**src/rtl/wb_stage_grf.sv**
```systemverilog
// Writeback select/extend plus 32x32 register file with two bypassed read ports and a retire counter.
// Write and count land one clock after the W bundle is presented; reads and bypass are zero-cycle; no backpressure.
module wb_stage_grf #(
    parameter int NREG = 32,
    parameter int CNTW = 32
) (
    input  logic            clk,
    input  logic            reset,
    input  logic            movzW,
    input  logic [4:0]      WriteRegW,
    input  logic [31:0]     InstrutionW,
    input  logic [31:0]     PCouter8W,
    input  logic [31:0]     ReadDataW,
    input  logic [31:0]     ALUOutW,
    input  logic [4:0]      A1,
    input  logic [4:0]      A2,
    output logic [31:0]     RD1,
    output logic [31:0]     RD2,
    output logic [31:0]     WD,
    output logic            RegWriteEn,
    output logic [CNTW-1:0] RetireCnt
);

    logic [5:0]  op;
    logic [5:0]  fn;
    logic        is_movz;
    logic [7:0]  byte_sel;
    logic [15:0] half_sel;
    logic [31:0] grf [NREG];

    assign op      = InstrutionW[31:26];
    assign fn      = InstrutionW[5:0];
    assign is_movz = (op == 6'b000000) && (fn == 6'b001010);

    always_comb begin
        byte_sel = ReadDataW[7:0];
        case (ALUOutW[1:0])
            2'd0: byte_sel = ReadDataW[7:0];
            2'd1: byte_sel = ReadDataW[15:8];
            2'd2: byte_sel = ReadDataW[23:16];
            2'd3: byte_sel = ReadDataW[31:24];
            default: byte_sel = ReadDataW[7:0];
        endcase
    end

    // Halfword offset comes from bit 1 only; misaligned bit 0 is ignored.
    assign half_sel = ALUOutW[1] ? ReadDataW[31:16] : ReadDataW[15:0];

    always_comb begin
        WD = ALUOutW;
        case (op)
            6'b100011: WD = ReadDataW;
            6'b100000: WD = {{24{byte_sel[7]}}, byte_sel};
            6'b100100: WD = {24'b0, byte_sel};
            6'b100001: WD = {{16{half_sel[15]}}, half_sel};
            6'b100101: WD = {16'b0, half_sel};
            6'b000011: WD = PCouter8W;
            6'b000000: WD = (fn == 6'b001001) ? PCouter8W : ALUOutW;
            default:   WD = ALUOutW;
        endcase
    end

    assign RegWriteEn = (WriteRegW != 5'd0) && !(is_movz && !movzW);

    always_ff @(posedge clk) begin
        if (reset) begin
            for (int i = 0; i < NREG; i++) begin
                grf[i] <= '0;
            end
        end else if (RegWriteEn) begin
            grf[WriteRegW] <= WD;
        end
    end

    always_ff @(posedge clk) begin
        if (reset) begin
            RetireCnt <= '0;
        end else if (InstrutionW != 32'b0) begin
            RetireCnt <= RetireCnt + CNTW'(1);
        end
    end

    // Register 0 reads as zero regardless of array contents or bypass.
    always_comb begin
        RD1 = '0;
        if (A1 != 5'd0) begin
            RD1 = (RegWriteEn && (A1 == WriteRegW)) ? WD : grf[A1];
        end
    end

    always_comb begin
        RD2 = '0;
        if (A2 != 5'd0) begin
            RD2 = (RegWriteEn && (A2 == WriteRegW)) ? WD : grf[A2];
        end
    end

endmodule
```
**config.mk**
```make
export PLATFORM = sky130hd
export DESIGN_NAME = wb_stage_grf
export DESIGN_NICKNAME = d
export VERILOG_FILES = /design/src/rtl/wb_stage_grf.sv
export SDC_FILE = /design/constraint.sdc
export NUM_CORES = 2
export LEC_CHECK = 0
export CAP_MARGIN = 25
export CORE_AREA = 2 2 298 300
export CTS_BUF_LIST = sky130_fd_sc_hd__clkbuf_8
export CTS_CLUSTER_SIZE = 40
export DETAILED_ROUTE_END_ITERATION = 12
export DIE_AREA = 0 0 300 302
export HOLD_SLACK_MARGIN = 0.1
export PLACE_DENSITY_LB_ADDON = 0.08
export SLEW_MARGIN = 0
export SYNTH_ARGS = -nofsm -noshare
export SYNTH_HDL_FRONTEND = slang
export SYNTH_SLANG_ARGS = --single-unit
```
**constraint.sdc**
```tcl
create_clock -name clk -period 8.5 [get_ports clk]
set_input_delay 2.55 -clock clk [delete_from_list [all_inputs] [get_ports clk]]
set_output_delay 2.55 -clock clk [all_outputs]
set_load 0.01 [all_outputs]
```
### Cells colored by class

Scale: 1 px per um.
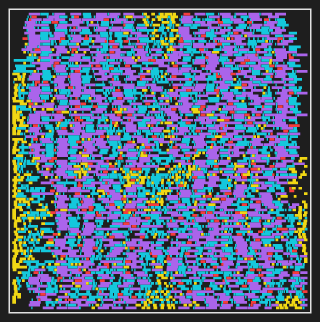
- clock drivers and dummy loads: red (cells 300)
- flops: purple (cells 1056)
- other buffers and delay cells: yellow (cells 636)
- all other logic: cyan (cells 2679)
number of placement rows: 109
final standard cell area without fillers: 65300 um2

### Routing congestion map

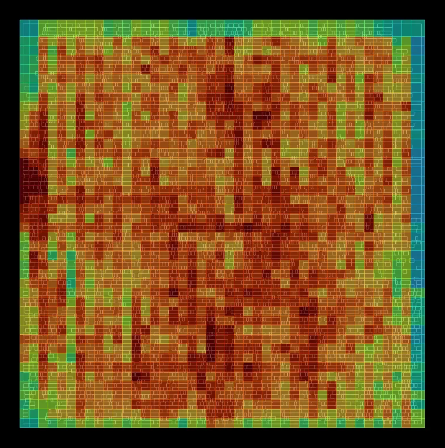
detailed-route wire length per cell: 33.5 um
GR Layer Usage met1: 56.6%
met3 global-route usage: 17.6%
global routing's busiest layer: met2
end-of-flow core utilization: 74.6%

### A small window of the routed layout

Window x 62 to 87, y 214 to 239 um. Cells in gray, sequential cells in the stronger gray; small squares are vias.
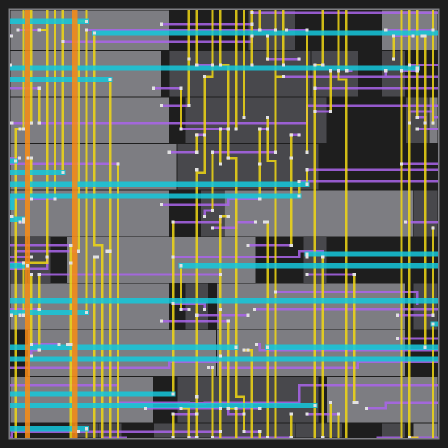
- met2: yellow
- met4: orange
- met3: cyan
- met1: purple
- cells with their middle in the window: 25
- most frequent: edfxtp_1 (13), nor2_1 (6), mux4_2 (4)
- netlist names of flops here include: `grf` (13)
- sequential cells in the window: 13

### The metal 1 layer

Scale: 1.5 px per um.
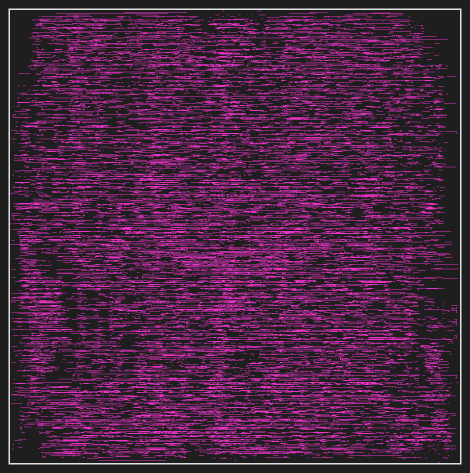
- longest straight run: 75.0 um
- wire length on this layer: 62.0 mm
- nets with wire on the layer: 4441
- main direction: horizontal
- share of all routed wire: 32%
post-detailed-routing wire length: 196000 um
number of vias after detailed routing: 42500

sequential cells by signal, summed over array words and instances (netlist names):
signal,count
grf,1024
RetireCnt,32
cells in the mapped netlist, types with 18 or more instances:
master    count  area [um2]
a211oi_1     50         375
a21oi_1      61         305
a221o_1      19         190
a22oi_1     104         781
and3_1       29         181
buf_1        62         233
buf_2       149         746
buf_6        33         372
clkbuf_1    203         762
dfxtp_1      32         641
edfxtp_1   1024       30700
inv_1        28         105
inv_2        18        67.6
mux2_2       30         338
mux2i_1     116        1160
mux4_2      462       10400
nand2_1     104         390
nand3_1      53         265
nor2_1      897        3370
nor2b_1      56         350
nor3_1      198         991
o211ai_1     20         150
o21ai_0      53         265
o22ai_1      64         400
cell type report:
class	count	area (um2)	share of cell area [%]
well taps	1165	1460	2.23
multi-input cells	2633	23100	35.3
diodes	12	30.0	0.0460
clock inverters	124	726	1.11
clock buffers	176	2420	3.71
inverters	46	173	0.264
flip-flops and latches	1056	31400	48.1
repair buffers	636	6070	9.29
critical path: cells and delay by family:
family | cells | cell delay, ns
buffers and inverters | 4 | 1.74
AND-OR/OR-AND | 3 | 0.80
AND/OR/NAND/NOR | 2 | 0.89
through the flow:
step	power (mW)	std cells	setup slack (ns)	area, um2
floorplan	7.32	4187	1.37	56600
global placement	8.18	5522	-0.0464	61900
detailed placement	8.24	5533	-0.0992	62100
CTS	12.3	5833	0.00144	65300
global route	12.7	5845	0.00312	65300
finish	12.4	5848	-0.0418	65300
cell families after synthesis:
kind of cell / Yosys count
AND/OR/NAND/NOR: 1455
flip-flops: 1056
multiplexers: 608
AND-OR/OR-AND: 524
buffers and inverters: 498
XOR/XNOR: 13
adder cells (fa/ha/maj): 1
other: 1
==> results.txt <==
flow finished, numbers: RSZ-0062 raised after global routing no, number of cells on the worst reg-to-reg path 5, amount of wire on met3 after detailed routing 36600 um, prevailing logic family in the synthesized netlist multiplexers, part of the Yosys area used for sequential elements 55.6%, number of global-route vias before repair 41500, Comb. pwr 2.07 mW, total negative setup slack -0.0418 ns, most used cells in the layout excluding fill and tap cells edfxtp_1 (1024), nor2_1 (892), mux4_2 (462), IO Count 275, xor-xnor portion of the synthesized cell area 0.202%, power consumed by the clock network 4.21 mW, aggregate global routing overflow 0, count of hold buffers inserted by post-cts repair 0, area of the chip 90600 um2, failing checks negative setup slack, RD Place Congestion 0.987, first-pass GRT wire length 279000 um, iteration-0 DRC count of the detailed router 7786, power per cell area 190 nW/um2, horizontal die dimension 300 um, Slew HR 25.8%, sum of net half-perimeters after detailed placement 129000 um, topmost layer with routed signal wires met5, end of the worst register-to-register path RetireCnt[31], postcts setup bufs 0, final clock skew 0.0150 ns, switching power 3.45 mW, delay of the slowest critical-path stage 0.75 ns, tally of nets with antenna violations remaining after routing 0, number of endpoints with negative hold slack in the final report 0, post-DR vias/cell 7.26, number of iterations in the first detailed-routing pass 9, Avg Synthesized Cell Area 13.6 um2, yosys stat area 56500 um2, leading cell type in the layout, fill and taps excluded edfxtp_1, Resized cells post-CTS 5, clock sink count 1056, critical setup path kind input port to output pin, Final Worst Setup Slack -0.0418 ns, Required @ worst endpoint 5.95 ns, layout cells sized above 1 25.6%, cycle use final 100%, CTS clk-pin slew, worst paths 0.06 ns, critical path launch point type input port, Unique cell types 78, tally of buffers added on design ports 274, sw frac 27.7%, Adder-Cell Fraction of Synth Area 0.0222%, worst hold slack 0.499 ns, number of pins with negative max-slew slack in the final report 0, crit path from A2[3], standard cell with the maximum stage delay on the critical path clkdlybuf4s50_1, worst slew pin tran 1.11 ns, cell count in the Yosys report 4156, worst setup path end RD2[11], Post-synth ARST share 0%, total of flip-flops plus latches after synthesis 1056, netlist area before placement 56500 um2, drt drc 0, number of H-tree levels 4, gate count of the mapped netlist 4156, sequential share of power 49.5%, Primary FF master, synth edfxtp_1, critical path capture point type output pin, Fill cells 5666, final critical delay including setup and external delays 8.54 ns, leakage power of the design 22.9 nW, status complete, but fails checks, Core Density at Floorplan 64.5%, source-to-sink clock delay at the later pin of the worst-skew pair 0.87 ns, # Max-Cap Violations 0, leading power group registers, GRT met2 Usage 64.8%, part of the power in the clock network 33.9%, overall die height 302 um, endpoint arrival time on the critical path 5.99 ns, number of cells on the worst hold path 2, placeable core region 87600 um2, # setup viols final 1, cell breakdown of the critical path clkdlybuf4s50_1 > buf_4 > and3_1 > a22oi_1 > o21ai_0 > nor3_1 > o22ai_2 > buf_4 > clkdlybuf4s50_1, clock tree from TritonCTS built, Worst Hold Endpoint RetireCnt[30]
Power is estimated from default activity; no workload was simulated.
